File: src/rtl/hazard_scoreboard.sv
// Pipeline hazard unit: operand forwarding, load-use and multi-cycle-unit
// interlocks, branch flushes, and a saturating count of decode stalls.
module hazard_scoreboard #(
  parameter int AW      = 5,
  parameter int MUL_LAT = 3,
  parameter int CNT_W   = 16
) (
  input  logic             clk,
  input  logic             rst,
  input  logic [AW-1:0]    rs1D,
  input  logic [AW-1:0]    rs2D,
  input  logic             MulD,
  input  logic [AW-1:0]    rs1E,
  input  logic [AW-1:0]    rs2E,
  input  logic [AW-1:0]    rdE,
  input  logic [1:0]       DdataSelE,
  input  logic             MulStartE,
  input  logic             PCSrcE,
  input  logic [AW-1:0]    rdM,
  input  logic [AW-1:0]    rdWB,
  input  logic             RegWEnM,
  input  logic             RegWEnWB,
  output logic [1:0]       Fwd1,
  output logic [1:0]       Fwd2,
  output logic             FlushE,
  output logic             FlushD,
  output logic             StallD,
  output logic             StallF,
  output logic             MulBusy,
  output logic             MulDone,
  output logic [AW-1:0]    rdMul,
  output logic [CNT_W-1:0] StallCnt
);

  localparam int LW = 4;

  logic             mul_busy_q, mul_busy_d;
  logic [LW-1:0]    mul_cnt_q, mul_cnt_d;
  logic [AW-1:0]    rd_mul_q, rd_mul_d;
  logic [CNT_W-1:0] stall_cnt_q, stall_cnt_d;

  logic match_rde, match_rdmul, load_use, mul_haz;

  function automatic logic [1:0] fwd_sel(input logic [AW-1:0] rs, input logic [AW-1:0] rd_m,
                                         input logic wen_m, input logic [AW-1:0] rd_wb,
                                         input logic wen_wb);
    if (rs != '0 && rs == rd_m && wen_m)        return 2'b01;
    else if (rs != '0 && rs == rd_wb && wen_wb) return 2'b10;
    else                                        return 2'b00;
  endfunction

  always_comb begin
    Fwd1 = fwd_sel(rs1E, rdM, RegWEnM, rdWB, RegWEnWB);
    Fwd2 = fwd_sel(rs2E, rdM, RegWEnM, rdWB, RegWEnWB);
  end

  // Each decode operand matches on its own; register 0 never creates a dependency.
  always_comb begin
    match_rde   = (rs1D == rdE && rs1D != '0) || (rs2D == rdE && rs2D != '0);
    match_rdmul = (rs1D == rd_mul_q && rs1D != '0) || (rs2D == rd_mul_q && rs2D != '0);
    load_use    = (DdataSelE == 2'b00) && (rdE != '0) && match_rde;
    mul_haz     = mul_busy_q && ((match_rdmul && rd_mul_q != '0) || MulD);
  end

  always_comb begin
    FlushD = 1'b0;
    FlushE = 1'b0;
    StallD = 1'b0;
    StallF = 1'b0;
    if (PCSrcE) begin
      FlushD = 1'b1;
      FlushE = 1'b1;
    end else if (load_use || mul_haz) begin
      StallF = 1'b1;
      StallD = 1'b1;
      FlushE = 1'b1;
    end
  end

  // A branch in E never cancels the multi-cycle op: that op is older.
  always_comb begin
    mul_busy_d  = mul_busy_q;
    mul_cnt_d   = mul_cnt_q;
    rd_mul_d    = rd_mul_q;
    stall_cnt_d = stall_cnt_q;
    if (mul_busy_q) begin
      if (mul_cnt_q == '0) mul_busy_d = 1'b0;
      else                 mul_cnt_d  = mul_cnt_q - 1'b1;
    end else if (MulStartE) begin
      mul_busy_d = 1'b1;
      mul_cnt_d  = LW'(MUL_LAT - 1);
      rd_mul_d   = rdE;
    end
    if (StallD && stall_cnt_q != '1) stall_cnt_d = stall_cnt_q + 1'b1;
  end

  always_ff @(posedge clk or posedge rst) begin
    if (rst) begin
      mul_busy_q  <= 1'b0;
      mul_cnt_q   <= '0;
      rd_mul_q    <= '0;
      stall_cnt_q <= '0;
    end else begin
      mul_busy_q  <= mul_busy_d;
      mul_cnt_q   <= mul_cnt_d;
      rd_mul_q    <= rd_mul_d;
      stall_cnt_q <= stall_cnt_d;
    end
  end

  assign MulBusy  = mul_busy_q;
  assign MulDone  = mul_busy_q && (mul_cnt_q == '0);
  assign rdMul    = rd_mul_q;
  assign StallCnt = stall_cnt_q;

endmodule
File: config.mk
export PLATFORM = sky130hd
export DESIGN_NAME = hazard_scoreboard
export DESIGN_NICKNAME = d
export VERILOG_FILES = /design/src/rtl/hazard_scoreboard.sv
export SDC_FILE = /design/constraint.sdc
export NUM_CORES = 1
export LEC_CHECK = 0
export ABC_AREA = 1
export CORE_MARGIN = 2
export CORE_UTILIZATION = 49
export DETAILED_ROUTE_END_ITERATION = 10
export PLACE_DENSITY = 0.9
export REMOVE_ABC_BUFFERS = 1
export SYNTH_ARGS = -nofsm -noshare
export SYNTH_HDL_FRONTEND = slang
export SYNTH_SLANG_ARGS = --single-unit
File: constraint.sdc
create_clock -name clk -period 5.63 [get_ports clk]
set_clock_uncertainty 0.1 [all_clocks]
set_input_delay 1.4075 -clock clk [delete_from_list [all_inputs] [get_ports clk]]
set_output_delay 1.4075 -clock clk [all_outputs]
set_load 0.02 [all_outputs]
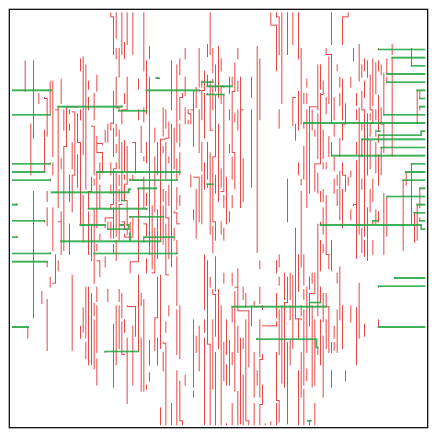
*Wiring by layer, run 1*
(6 px per um) Only two layers are drawn.
- met2: red (wire length 2800 um)
- met3: green (wire length 377 um)

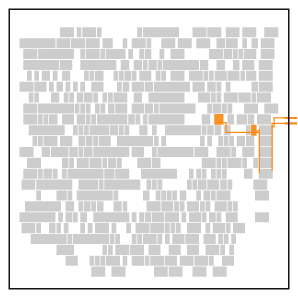
*Port wiring, run 1*
(4 px per um)
- Fwd1: orange (bits 2; direction output; edge east; end cells 2; buffers 2; wire 46.6 um)

==> flow.log, run 1 <==
[report] implementation figures
[metrics] capturing element type of the critical path: primary output
[metrics] Min Clock Period, post-route: 4.859 ns
[metrics] Total GRT Usage: 23.74%
[metrics] post-cts gate resize count: 0
[metrics] maxcap violations: 0
[metrics] Top cells by area: sky130_fd_sc_hd__dfrtp_1 (31%), sky130_fd_sc_hd__nand2_1 (16%), sky130_fd_sc_hd__xor2_1 (8.8%)
[metrics] number of placed I/O pins: 75
[metrics] Crit path largest cell delay: 0.62 ns
[metrics] sequential area share after synthesis: 30.95%
[metrics] remaining design rule violation count: 0
[metrics] overall die height: 69.50 um
[metrics] status: complete, no violations
[metrics] core region area: 4058 um2
[metrics] count of nets after finishing: 427
[metrics] dominant cell type by count on the critical path: sky130_fd_sc_hd__nand2_1
[metrics] starting utilization of the core area: 51.80%
[metrics] worst-case clock buffer depth: 2
[metrics] combined area of the multi-input logic cells: 1269 um2
[metrics] number of logged tool warnings: 25
[metrics] count of clock tree sinks: 26
[metrics] RSZ-0062 raised after global routing: false
[metrics] weighted congestion at the end of routability-driven global placement: 0.9207
[metrics] Setup Total Neg Slack: 0 ns
[metrics] router iterations before antenna repair: 4
[metrics] Vias: 2252
[metrics] wire length of the first global-routing pass: 9611 um
[metrics] Gate Count Post-Synth: 306
[metrics] area used by sequential logic in the layout: 650.6 um2
[metrics] total design power: 0.0008211 W
[metrics] cell at the root of the clock tree: sky130_fd_sc_hd__clkbuf_8
[metrics] total standard cell area after synthesis: 2102 um2
[metrics] clock tree from TritonCTS: yes
[metrics] Critical R2R Launch: StallCnt[5]$_DFFE_PP0P_
[metrics] floorplan die area: 4830 um2
[metrics] share of flip-flops with an asynchronous set or reset after synthesis: 100.0%
[metrics] HP Class: flop to flop
[metrics] count of cells along the worst register-to-register path: 8
[metrics] Bufs and invs on worst path: 3
[metrics] maximum number of pins on one net before global-route repair: 27
[metrics] sink of the worst hold path: mul_cnt_q[0]$_DFFE_PP0P_
[metrics] WL per Instance: 13.10 um
[metrics] number of hold buffers added after cts: 0
[metrics] most common cell in the synthesized netlist: sky130_fd_sc_hd__nand2_1
[metrics] Synth-to-Final Area Change: 38.99%
[metrics] HPWL Detailed: 4374 um
[metrics] count of inserted antenna diode cells: 0
[metrics] critical path arrival: 3.35 ns
[metrics] antenna viol nets, final: 0
[metrics] clock slew at reported path FFs: 0.08 ns
[metrics] number of distinct library cells after synthesis: 29
[metrics] Synth flops: 26
[metrics] synth cell count leaders: sky130_fd_sc_hd__nand2_1 (89), sky130_fd_sc_hd__inv_1 (36), sky130_fd_sc_hd__nor2_1 (35)
[metrics] number of max-slew violations in the final report: 0
[metrics] per-instance average area after synthesis: 6.869 um2
[metrics] classification of the worst setup path: input port to primary output
[metrics] static leakage power: 1.377 nW
[metrics] ratio of cells with drive above 1 in the final layout: 3.166%
[metrics] wirelength, routed: 5618 um
[metrics] vias per cell: 5.249
[metrics] area fraction of the dominant cell type after synthesis: 30.95%
[metrics] data required time at the worst endpoint: 4.12 ns
[metrics] cells along the critical path: clkdlybuf4s50_1 > xnor2_1 > nand2_1 > nor2_1 > nand2_1 > nand3_1 > nand2_1 > nand2_2 > inv_1 > nor2_1 > clkdlybuf4s50_1
[metrics] number of buffers created by CTS: 3
[metrics] number of antenna violations at the first check in global routing: 0
[metrics] number of global-route vias before repair: 2163
[metrics] clk_lat worst skew: 0.27 ns
[metrics] FILL cells: 336
[metrics] count of instantiated cells in the yosys netlist: 306
[metrics] DRC violation total after the first TritonRoute iteration: 99
[metrics] capturing point of the worst reg2reg path: StallCnt[4]$_DFFE_PP0P_
[metrics] count of final hold-check violations: 0
[metrics] placement row count: 23
[metrics] setup slack, reg-to-reg: 3.55 ns
[metrics] delay-heaviest family, CP: buffers and inverters
[metrics] slowest stage cell, crit path: sky130_fd_sc_hd__clkdlybuf4s50_1
[metrics] Setup violations, final: 0
[metrics] worst slew pin tran: 0.9592 ns
[metrics] worst IR drop on VDD: 0.3487 mV
[metrics] startpoint of the lowest-slack hold path: mul_cnt_q[0]$_DFFE_PP0P_
[metrics] total grt overflow: 0
[metrics] number of synthesized flops with an enable pin: 0
[metrics] PnR worst setup slack: 0.7710 ns
[metrics] Cells on Worst Hold Path: 1
[metrics] most area-hungry cell type in the Yosys netlist: sky130_fd_sc_hd__dfrtp_1
[metrics] Yosys warning total: 0
[metrics] highest net fanout along the worst path: 3
[metrics] startpoint of the most critical setup path: rs1D[0]
[metrics] Die X-Extent: 69.50 um
[metrics] post-CTS repair timing setup buffer count: 0
[metrics] FMAX: 0.2058 GHz
[metrics] top_reg_cell synth: sky130_fd_sc_hd__dfrtp_1
[metrics] post-layout period usage of the worst path: 86.30%
[metrics] DP Worst Slack: 0.7640 ns
[metrics] number of H-tree levels: 1
[metrics] port buffer count: 74
[metrics] Pwr Density: 281.0 nW/um2
[metrics] yosys synthesis chip area: 2102 um2
[metrics] relative max-transition margin: 35.98%
[metrics] launching element type of the critical path: input port
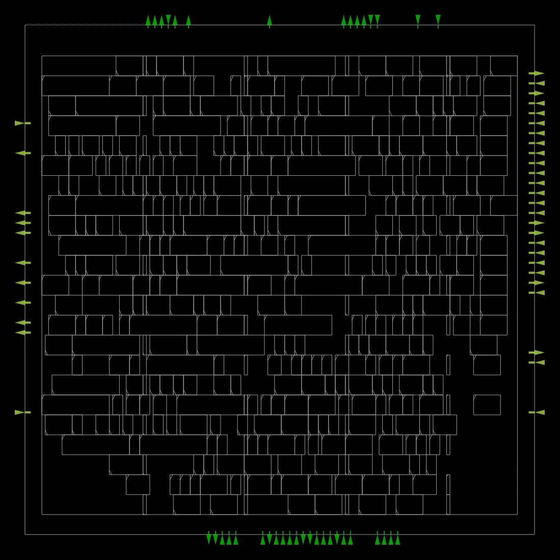
*Cell outlines without signal wires, run 1*
post-layout instance count excluding filler cells: 429
Seq area share: 22.27%

[run 1: how the worst max path moves through the flow]
stage                          to  depth (start not counted)
final                      StallD                         11
after global placement     StallD                         11
after CTS                  StallF                         11
after floorplan           Fwd1[1]                          6
after detailed placement   StallF                         11
after global routing       StallF                         11
[run 1: where the power goes]
group	internal, W	switching [W]
clock network	0.0000480	0.0000571
logic	0.000190	0.000233
registers	0.000236	0.0000566
[run 1: state kept, by name (all words and copies together), names as in the netlist]
name,cells
mul_cnt_q,4
rdMul,5
MulBusy,1
StallCnt,16
[run 1: area by class of cell]
type	count	area share, %
multi-input cells	236	43.43
well taps	50	2.141
clock buffers	3	1.413
repair buffers	76	25.87
flip-flops and latches	26	22.27
inverters	38	4.882
[run 1: kinds of logic (layout without fill, tap and decap cells)]
kind of cell | count (synthesis) | in the layout | share of synthesized area [%]
XOR/XNOR | 40 | 40 | 16.67
AND/OR/NAND/NOR | 174 | 174 | 37.08
adder cells (fa/ha/maj) | 2 | 2 | 1.190
AND-OR/OR-AND | 20 | 20 | 5.417
flip-flops | 26 | 26 | 30.95
buffers and inverters | 44 | 117 | 8.690
[run 1: metrics by stage]
stage | cell area (um2) | utilization (%) | hold slack, ns | cells
finish | 2922 | 72.00 | 0.4085 | 429
global route | 2922 | 72.00 | 0.4155 | 429
CTS | 2922 | 72.00 | 0.4022 | 429
detailed placement | 2880 | 70.98 | 0.3864 | 426
global placement | 2880 | 70.98 | 0.3791 | 426
floorplan | 2062 | - | 0.3580 | 300
[run 1: layer usage]
layer / vias up / part of all wire (%) / GRT usage, % / routed length (um)
met3: 10 / 6.7 / 2.762 / 376
met1: 1032 / 42 / 30.71 / 2363
met2: 85 / 50 / 41.13 / 2804
li1: 1125 / - / - / -
met5: - / 0 / 0 / 0
met4: 0 / 1.3 / 7.843 / 74
[run 1: cells in the final DEF (no fill, tap or decap), types with 2 or more instances in the layout]
| master | n |
|---|---|
| sky130_fd_sc_hd__o21ai_0 | 9 |
| sky130_fd_sc_hd__nor4_1 | 4 |
| sky130_fd_sc_hd__a21oi_1 | 2 |
| sky130_fd_sc_hd__nand2_1 | 89 |
| sky130_fd_sc_hd__o22ai_1 | 5 |
| sky130_fd_sc_hd__inv_1 | 36 |
| sky130_fd_sc_hd__nand3_1 | 14 |
| sky130_fd_sc_hd__nand4_1 | 21 |
| sky130_fd_sc_hd__xnor2_1 | 19 |
| sky130_fd_sc_hd__dfrtp_1 | 26 |
| sky130_fd_sc_hd__nor2_1 | 35 |
| sky130_fd_sc_hd__ha_1 | 2 |
| sky130_fd_sc_hd__nor3_1 | 3 |
| sky130_fd_sc_hd__buf_4 | 2 |
| sky130_fd_sc_hd__clkdlybuf4s50_1 | 74 |
| sky130_fd_sc_hd__clkinv_1 | 2 |
| sky130_fd_sc_hd__xor2_1 | 21 |
| sky130_fd_sc_hd__nand3_2 | 2 |
| sky130_fd_sc_hd__clkbuf_8 | 3 |
| sky130_fd_sc_hd__nand2_2 | 2 |
--- run 2 (diff from run 1) ---
Settings changed: CTS_CLUSTER_SIZE set to 16.
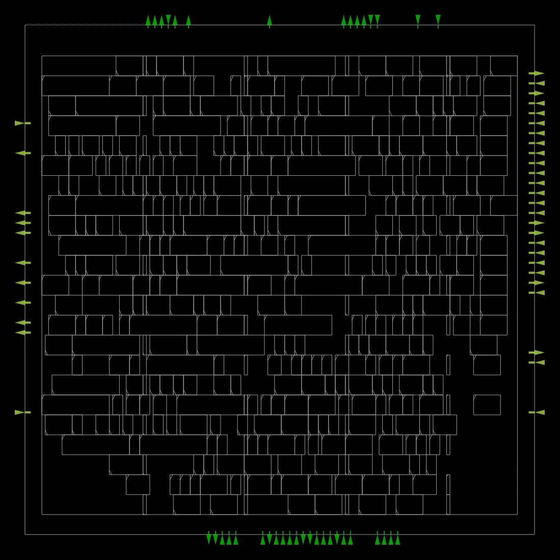
*Cell outlines without signal wires, run 2*
num tapcells: 50
placement row count: 23
FILL cells: 336

==> run 2 against run 1 <==
  * First-iteration DRC count unchanged
  * Non-clock buffer count is the same
  * Register-to-register slack about the same
  * Largest cell class unchanged
  * Combinational power hardly changed
  * Highest routed layer unchanged
  * Count of clock-buffer cells in the layout unchanged
==> flow.log, run 2 <==
[report] implementation figures
[metrics] number of buffers created by CTS: 3 (unchanged)
[metrics] starting utilization of the core area: 51.80% (unchanged)
[metrics] Die X-Extent: 69.50 um (unchanged)
[metrics] Yosys warning total: 0 (unchanged)
[metrics] count of inserted antenna diode cells: 0 (unchanged)
[metrics] static leakage power: 1.377 nW (unchanged)
[metrics] DRC violation total after the first TritonRoute iteration: 99 (unchanged)
[metrics] number of logged tool warnings: 25 (unchanged)
[metrics] sequential area share after synthesis: 30.95% (unchanged)
[metrics] number of max-slew violations in the final report: 0 (unchanged)
[metrics] synth cell count leaders: sky130_fd_sc_hd__nand2_1 (89), sky130_fd_sc_hd__inv_1 (36), sky130_fd_sc_hd__nor2_1 (35)
[metrics] Bufs and invs on worst path: 3 (unchanged)
[metrics] core region area: 4058 um2 (unchanged)
[metrics] Critical R2R Launch: StallCnt[5]$_DFFE_PP0P_
[metrics] launching element type of the critical path: input port
[metrics] relative max-transition margin: 35.98% (unchanged)
[metrics] status: complete, no violations
[metrics] startpoint of the most critical setup path: rs1D[0]
[metrics] combined area of the multi-input logic cells: 1269 um2 (unchanged)
[metrics] number of H-tree levels: 1 (unchanged)
[metrics] worst-case clock buffer depth: 2 (unchanged)
[metrics] Synth flops: 26 (unchanged)
[metrics] HP Class: flop to flop
[metrics] post-cts gate resize count: 0 (unchanged)
[metrics] count of instantiated cells in the yosys netlist: 306 (unchanged)
[metrics] WL per Instance: 13.10 um (unchanged)
[metrics] number of placed I/O pins: 75 (unchanged)
[metrics] flip-flop count of the largest register after layout: 16 (unchanged)
[metrics] critical path arrival: 3.35 ns (about the same)
[metrics] count of nets after finishing: 427 (unchanged)
[metrics] slowest stage cell, crit path: sky130_fd_sc_hd__clkdlybuf4s50_1
[metrics] total standard cell area after synthesis: 2102 um2 (unchanged)
[metrics] data required time at the worst endpoint: 4.12 ns (about the same)
[metrics] remaining design rule violation count: 0 (unchanged)
[metrics] classification of the worst setup path: input port to primary output
[metrics] share of flip-flops with an asynchronous set or reset after synthesis: 100.0% (unchanged)
[metrics] wire length of the first global-routing pass: 9611 um (unchanged)
[metrics] port buffer count: 74 (unchanged)
[metrics] vias per cell: 5.249 (unchanged)
[metrics] per-instance average area after synthesis: 6.869 um2 (unchanged)
[metrics] capturing element type of the critical path: primary output
[metrics] floorplan die area: 4830 um2 (unchanged)
[metrics] startpoint of the lowest-slack hold path: mul_cnt_q[0]$_DFFE_PP0P_
[metrics] number of global-route vias before repair: 2163 (unchanged)
[metrics] cells along the critical path: clkdlybuf4s50_1 > xnor2_1 > nand2_1 > nor2_1 > nand2_1 > nand3_1 > nand2_1 > nand2_2 > inv_1 > nor2_1 > clkdlybuf4s50_1
[metrics] RSZ-0062 raised after global routing: false
[metrics] maxcap violations: 0 (unchanged)
[metrics] Setup violations, final: 0 (unchanged)
[metrics] post-layout instance count excluding filler cells: 429 (unchanged)
[metrics] count of final hold-check violations: 0 (unchanged)
[metrics] Total GRT Usage: 23.74% (unchanged)
[metrics] wirelength, routed: 5618 um (unchanged)
[metrics] ratio of cells with drive above 1 in the final layout: 3.166% (unchanged)
[metrics] maximum number of pins on one net before global-route repair: 27 (unchanged)
[metrics] clock slew at reported path FFs: 0.08 ns (about the same)
[metrics] delay-heaviest family, CP: buffers and inverters
[metrics] post-CTS repair timing setup buffer count: 0 (unchanged)
[metrics] number of antenna violations at the first check in global routing: 0 (unchanged)
[metrics] worst IR drop on VDD: 0.3487 mV (unchanged)
[metrics] post-layout period usage of the worst path: 86.30% (unchanged)
[metrics] number of hold buffers added after cts: 0 (unchanged)
[metrics] HPWL Detailed: 4374 um (unchanged)
[metrics] top_reg_cell synth: sky130_fd_sc_hd__dfrtp_1
[metrics] number of synthesized flops with an enable pin: 0 (unchanged)
[metrics] dominant cell type by count on the critical path: sky130_fd_sc_hd__nand2_1
[metrics] PnR worst setup slack: 0.7710 ns (unchanged)
[metrics] Synth-to-Final Area Change: 38.99% (unchanged)
[metrics] total design power: 0.0008211 W (unchanged)
[metrics] worst slew pin tran: 0.9592 ns (unchanged)
[metrics] antenna viol nets, final: 0 (unchanged)
[metrics] count of clock tree sinks: 26 (unchanged)
[metrics] Top cells by area: sky130_fd_sc_hd__dfrtp_1 (31%), sky130_fd_sc_hd__nand2_1 (16%), sky130_fd_sc_hd__xor2_1 (8.8%)
[metrics] total grt overflow: 0 (unchanged)
[metrics] FMAX: 0.2058 GHz (unchanged)
[metrics] number of distinct library cells after synthesis: 29 (unchanged)
[metrics] cell at the root of the clock tree: sky130_fd_sc_hd__clkbuf_8
[metrics] area used by sequential logic in the layout: 650.6 um2 (unchanged)
[metrics] weighted congestion at the end of routability-driven global placement: 0.9207 (unchanged)
[metrics] Hold Worst Slack: 0.4085 ns (unchanged)
[metrics] top library cells by usage in the layout, fill and taps aside: sky130_fd_sc_hd__nand2_1 (89), sky130_fd_sc_hd__clkdlybuf4s50_1 (74), sky130_fd_sc_hd__inv_1 (36), sky130_fd_sc_hd__nor2_1 (35), sky130_fd_sc_hd__dfrtp_1 (26)
[metrics] Pwr Density: 281.0 nW/um2 (unchanged)
[metrics] clk_lat worst skew: 0.27 ns (about the same)
[metrics] Crit path largest cell delay: 0.62 ns (about the same)
[metrics] Gate Count Post-Synth: 306 (unchanged)
[metrics] router iterations before antenna repair: 4 (unchanged)
[metrics] most area-hungry cell type in the Yosys netlist: sky130_fd_sc_hd__dfrtp_1
[metrics] yosys synthesis chip area: 2102 um2 (unchanged)
[metrics] Min Clock Period, post-route: 4.859 ns (unchanged)
[metrics] most numerous logic cell after layout: sky130_fd_sc_hd__nand2_1
[metrics] Vias: 2252 (unchanged)
[metrics] overall die height: 69.50 um (unchanged)
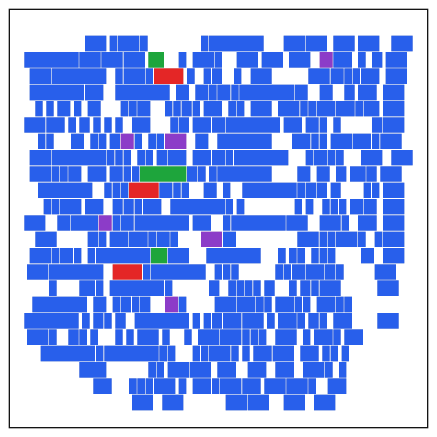
*Cell sizes after repair, run 2*
(6 px per um)
- drive 2: purple (cells 6; share 1.6%)
- drive 6 and up: red (cells 3; share 0.79%; most used clkbuf_8)
- drive 3 to 4: green (cells 3; share 0.79%; most used buf_4)
- drive 1 or less: blue (cells 367; share 97%; most used nand2_1)

## run 2: area by class of cell
class,count,area share [%]
multi-input cells,236,43.43
repair buffers,76,25.87
flip-flops and latches,26,22.27
inverters,38,4.882
well taps,50,2.141
clock buffers,3,1.413
## run 2: final timing paths
check	cells past startpoint	slack [ns]	to
max in group asynchronous	2	3.30	StallCnt[1]$_DFFE_PP0P_
min in group asynchronous	2	1.55	mul_cnt_q[0]$_DFFE_PP0P_
min reg2reg	1	0.41	mul_cnt_q[0]$_DFFE_PP0P_
max reg2reg	8	3.55	StallCnt[4]$_DFFE_PP0P_
max	11	0.77	StallD
min	1	0.41	mul_cnt_q[0]$_DFFE_PP0P_
## run 2: routing by layer
metal	global-route usage, %	share of wire, %	up-vias
li1	-	-	1125
met5	0	0	-
met3	2.762	6.7	10
met4	7.843	1.3	0
met1	30.71	42	1032
met2	41.13	50	85
## run 2: where the power goes
group	switching [W]	leakage, nW	internal (W)	total, W
registers	0.0000566	0.340	0.000236	0.000293
logic	0.000233	1.02	0.000190	0.000423
clock network	0.0000571	0.0216	0.0000480	0.000105
## run 2: logic make-up after synthesis
family,after synthesis,synth area share (%)
and+or+nand+nor,174,37.08
AOI/OAI and AO/OA,20,5.417
DFF,26,30.95
buffers and inverters,44,8.690
adders and majority gates,2,1.190
xor gates and xnor gates,40,16.67
## run 2: worst register-to-register path: stages (launching register included)
cell                      delay, ns
sky130_fd_sc_hd__dfrtp_1       0.50
sky130_fd_sc_hd__nand2_1       0.13
sky130_fd_sc_hd__nor2_2        0.15
sky130_fd_sc_hd__nand2_2       0.12
sky130_fd_sc_hd__nor4_4        0.16
sky130_fd_sc_hd__nand3_2       0.33
sky130_fd_sc_hd__nand3_2       0.37
sky130_fd_sc_hd__nand2_1       0.09
sky130_fd_sc_hd__nand2_1       0.07
## run 2: metrics by stage
step | util, % | area (um2)
2_1_floorplan | - | 2062
3_3_place_gp | 70.98 | 2880
3_5_place_dp | 70.98 | 2880
4_1_cts | 72.00 | 2922
5_1_grt | 72.00 | 2922
6_report | 72.00 | 2922
### Port wiring, run 2

(4 px per um)
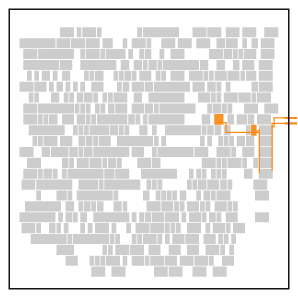

--- run 3 (diff from run 2) ---
Settings changed: CORE_UTILIZATION 49 to 35, PLACE_DENSITY 0.9 to 0.69.
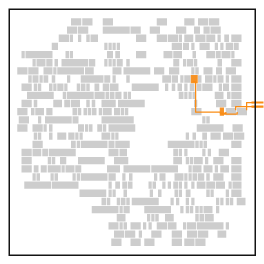
*Port wiring, run 3*
(3 px per um)
- Fwd1: orange (bits 2; direction output; edge east; end cells 2; buffers 2; wire 39.5 um)

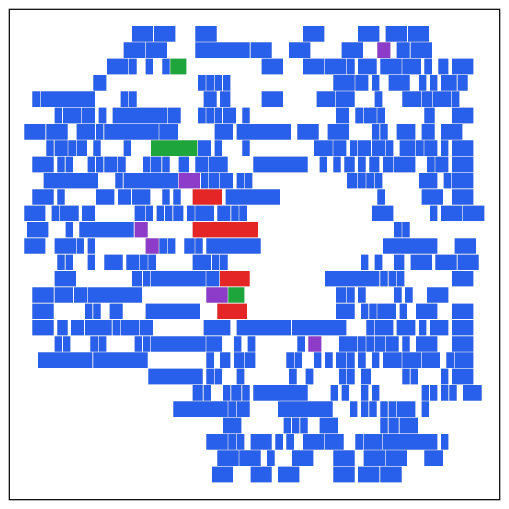
*Cell sizes after repair, run 3*
(6 px per um)
- drive 6 and up: red (cells 4; share 1.1%; most used clkbuf_8)
- drive 2: purple (cells 6; share 1.6%)
- drive 3 to 4: green (cells 3; share 0.79%; most used buf_4)
- drive 1 or less: blue (cells 367; share 97%; most used nand2_1)

==> run 3 against run 2 <==
  * Combinational power shrank 3%
  * Power grew 4.9%
  * Highest routed layer unchanged
  * Largest power group unchanged
  * Sequential cell count is the same
  * Count of clock-buffer cells in the layout is the same
  * Critical path depth is the same
  * Fmax grew 0.24%
  * Worst hold slack lost 0.0095 ns
  * First-iteration DRC count shrank 10%
  * Sequential share of layout area shrank 0.46 points
  * Final cell count grew 6.1%
  * Clock power grew 53%
  * Non-clock buffer count is the same
==> flow.log, run 3 <==
[report] implementation figures
[metrics] clock tree from TritonCTS: yes
[metrics] maxcap violations: 0 (unchanged)
[metrics] count of instantiated cells in the yosys netlist: 306 (unchanged)
[metrics] number of placed I/O pins: 75 (unchanged)
[metrics] PnR worst setup slack: 0.7827 ns (+0.01168 ns)
[metrics] FILL cells: 588 (+75%)
[metrics] biggest combinational cell group after synthesis: simple AND/OR/NAND/NOR gates
[metrics] number of buffers created by CTS: 3 (unchanged)
[metrics] Synth flops: 26 (unchanged)
[metrics] ratio of cells with drive above 1 in the final layout: 3.421% (+0.25 points)
[metrics] starting utilization of the core area: 35.93% (-16 points)
[metrics] worst-case clock buffer depth: 2 (unchanged)
[metrics] HP Class: flop to flop
[metrics] cell at the root of the clock tree: sky130_fd_sc_hd__clkbuf_8
[metrics] Compound-Gate Fraction of Synth Area: 5.417% (unchanged)
[metrics] flip-flop count of the largest register after layout: 16 (unchanged)
[metrics] overall die height: 81.50 um (+17%)
[metrics] launching element type of the critical path: input port
[metrics] most numerous logic cell after layout: sky130_fd_sc_hd__nand2_1
[metrics] total grt overflow: 0 (unchanged)
[metrics] adder and majority cell fraction of the synthesized area: 1.190% (unchanged)
[metrics] number of cells after detailed placement: 451
[metrics] number of global-route vias before repair: 2080 (-3.8%)
[metrics] DRC violation total after the first TritonRoute iteration: 89 (-10%)
[metrics] Min Clock Period, post-route: 4.847 ns (-0.01168 ns)
[metrics] top_reg_cell synth: sky130_fd_sc_hd__dfrtp_1
[metrics] post-layout instance count excluding filler cells: 455 (+6.1%)
[metrics] HPWL Detailed: 4130 um (-5.6%)
[metrics] maximum number of pins on one net before global-route repair: 27 (unchanged)
[metrics] Yosys warning total: 0 (unchanged)
[metrics] post-CTS repair timing setup buffer count: 0 (unchanged)
[metrics] worst slew pin tran: 1.043 ns (+0.08381 ns)
[metrics] share of flip-flops with an asynchronous set or reset after synthesis: 100.0% (unchanged)
[metrics] wirelength, routed: 5424 um (-3.5%)
[metrics] router iterations before antenna repair: 4 (unchanged)
[metrics] placement row count: 28 (+22%)
[metrics] sequential area share after synthesis: 30.95% (unchanged)
[metrics] FMAX: 0.2063 GHz (+0.24%)
[metrics] total standard cell area after synthesis: 2102 um2 (unchanged)
[metrics] area fraction of the dominant cell type after synthesis: 30.95%
[metrics] clk_lat worst skew: 0.28 ns (about the same)
[metrics] worst IR drop on VDD: 0.2280 mV (-35%)
[metrics] count of nets after finishing: 427 (unchanged)
[metrics] antenna viol nets, final: 0 (unchanged)
[metrics] count of final hold-check violations: 0 (unchanged)
[metrics] port buffer count: 74 (unchanged)
[metrics] number of synthesized flops with an enable pin: 0 (unchanged)
[metrics] Vias: 2156 (-4.3%)
[metrics] yosys synthesis chip area: 2102 um2 (unchanged)
[metrics] count of clock tree sinks: 26 (unchanged)
[metrics] total design power: 0.0008613 W (+4.9%)
[metrics] core region area: 5851 um2 (+44%)
[metrics] mux cell area share after synthesis: 0% (unchanged)
[metrics] number of logged tool warnings: 25 (unchanged)
[metrics] top library cells by usage in the layout, fill and taps aside: sky130_fd_sc_hd__nand2_1 (89), sky130_fd_sc_hd__clkdlybuf4s50_1 (74), sky130_fd_sc_hd__inv_1 (36), sky130_fd_sc_hd__nor2_1 (35), sky130_fd_sc_hd__dfrtp_1 (26)
[metrics] number of H-tree levels: 1 (unchanged)
[metrics] status: complete, no violations
[metrics] wire length of the first global-routing pass: 9004 um (-6.3%)
[metrics] WL per Instance: 11.92 um (-9.0%)
[metrics] Gate Count Post-Synth: 306 (unchanged)
[metrics] per-instance average area after synthesis: 6.869 um2 (unchanged)
[metrics] static leakage power: 1.392 nW (+1.0%)
[metrics] Total GRT Usage: 16.95% (-6.8 points)
[metrics] number of max-slew violations in the final report: 0 (unchanged)
[metrics] number of distinct library cells after synthesis: 29 (unchanged)
[metrics] Die X-Extent: 81.50 um (+17%)
[metrics] number of hold buffers added after cts: 0 (unchanged)
[metrics] critical path arrival: 3.34 ns (about the same)
[metrics] post-cts gate resize count: 0 (unchanged)
[metrics] classification of the worst setup path: input port to primary output
[metrics] Top cells by area: sky130_fd_sc_hd__dfrtp_1 (31%), sky130_fd_sc_hd__nand2_1 (16%), sky130_fd_sc_hd__xor2_1 (8.8%)
[metrics] relative max-transition margin: 30.39% (-5.6 points)
[metrics] count of inserted antenna diode cells: 0 (unchanged)
[metrics] clock slew at reported path FFs: 0.10 ns (+0.02 ns)
[metrics] most area-hungry cell type in the Yosys netlist: sky130_fd_sc_hd__dfrtp_1
[metrics] Setup violations, final: 0 (unchanged)
[metrics] number of antenna violations at the first check in global routing: 0 (unchanged)
[metrics] Setup Total Neg Slack: 0 ns
[metrics] highest net fanout along the worst path: 3
[metrics] capturing element type of the critical path: primary output
[metrics] fraction of synthesized cell area in xor and xnor cells: 16.67% (unchanged)
[metrics] weighted congestion at the end of routability-driven global placement: 0.8557 (-7.1%)
[metrics] most common cell in the synthesized netlist: sky130_fd_sc_hd__nand2_1
[metrics] remaining design rule violation count: 0 (unchanged)
[metrics] floorplan die area: 6641 um2 (+38%)
[metrics] share of synthesized cell area in and, or, nand and nor gates: 37.08% (unchanged)
[metrics] Synth-to-Final Area Change: 41.90%
[metrics] DP Worst Slack: 0.7501 ns
[metrics] Final Core Density: 50.98% (-21 points)
[metrics] Pwr Density: 288.7 nW/um2 (+2.7%)
[metrics] post-layout period usage of the worst path: 86.10% (-0.21 points)
[metrics] RSZ-0062 raised after global routing: false
[metrics] synth cell count leaders: sky130_fd_sc_hd__nand2_1 (89), sky130_fd_sc_hd__inv_1 (36), sky130_fd_sc_hd__nor2_1 (35)
[metrics] vias per cell: 4.738 (-9.7%)
[metrics] data required time at the worst endpoint: 4.12 ns (about the same)
## run 3: metrics by stage
stage          instance area, um2  hold slack [ns]
6_report                     2983           0.3990
5_1_grt                      2983           0.4186
4_1_cts                      2983           0.4050
3_5_place_dp                 2912           0.3862
3_3_place_gp                 2912           0.3798
2_1_floorplan                2062           0.3580
## run 3: layout make-up
class	count	area, um2	share of cell area [%]
Clock buffer	3	41.29	1.384
Clock inverter	1	30.03	1.007
Inverter	38	142.6	4.782
Multi-Input combinational cell	236	1269	42.53
Sequential cell	26	650.6	21.81
Tap cell	75	93.84	3.146
Timing Repair Buffer	76	755.7	25.34
## run 3: final timing paths
path	slack, ns	start	endpoint	cells after the start
worst max-delay path	0.78	rs2D[0]	StallF	11
worst max register to register	3.59	rdMul[0]$_DFFE_PP0P_	StallCnt[9]$_DFFE_PP0P_	11
min in group asynchronous	1.58	rst	mul_cnt_q[3]$_DFFE_PP0P_	2
worst min-delay path	0.40	mul_cnt_q[0]$_DFFE_PP0P_	mul_cnt_q[0]$_DFFE_PP0P_	1
max in group asynchronous	3.21	rst	StallCnt[10]$_DFFE_PP0P_	2
worst min register to register	0.40	mul_cnt_q[0]$_DFFE_PP0P_	mul_cnt_q[0]$_DFFE_PP0P_	1
## run 3: cell families after synthesis
| family | Yosys count |
|---|---|
| compound gates | 20 |
| xor+xnor | 40 |
| simple gates | 174 |
| flops | 26 |
| buf+inv | 44 |
| fa+ha+maj | 2 |
## run 3: routing by layer
| metal | wire length, um | GRT usage [%] | vias up |
|---|---|---|---|
| li1 | - | - | 1133 |
| met1 | 2540 | 21.43 | 970 |
| met2 | 2561 | 30.00 | 47 |
| met3 | 274 | 2.418 | 6 |
| met4 | 47 | 4.746 | 0 |
| met5 | 0 | 0 | - |
## run 3: worst max-delay path: stages
cell and delay [ns]:
sky130_fd_sc_hd__clkdlybuf4s50_1 0.55, sky130_fd_sc_hd__xnor2_1 0.14, sky130_fd_sc_hd__nand2_1 0.07, sky130_fd_sc_hd__nor2_1 0.09
sky130_fd_sc_hd__nand2_1 0.06, sky130_fd_sc_hd__nand3_1 0.07, sky130_fd_sc_hd__nand2_1 0.06, sky130_fd_sc_hd__nand2_2 0.08
sky130_fd_sc_hd__inv_1 0.06, sky130_fd_sc_hd__nor2_1 0.12, sky130_fd_sc_hd__clkdlybuf4s50_1 0.62
## run 3: power by group
group          internal (W)  switching (W)  total, W
registers          0.000236      0.0000541  0.000290
clock network     0.0000953      0.0000654  0.000161
logic              0.000189       0.000221  0.000411
total              0.000520       0.000341  0.000861

## Gallery

Pin placement.
(6 px per um) Pins as bars across the die edge, other pins in grey.
panel A
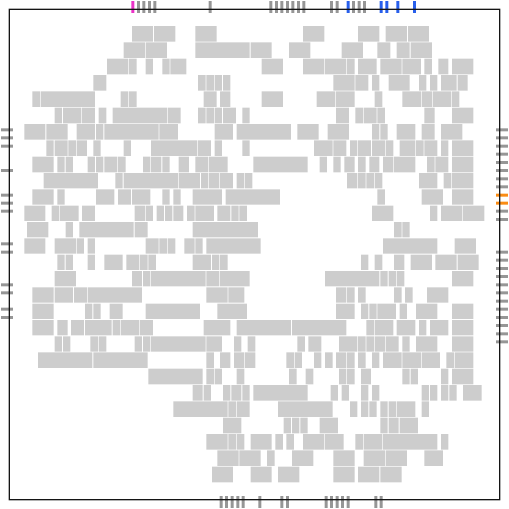
panel B
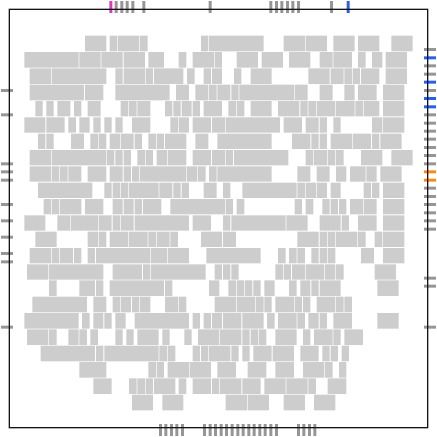
Of these, largest die: panel A
Panel B comes from run 1.
Panel A comes from run 3.

Key to panel B:
- FlushE: magenta (pins 1; direction output; edge north)
- rs2E: blue (pins 5; direction input; edge 4 east, 1 north)
- Fwd1: orange (pins 2; direction output; edge east)
- all pins by edge: 26 east, 23 south, 15 north, 11 west

Power figures rest on the tool's default switching activity, not on a simulated workload.
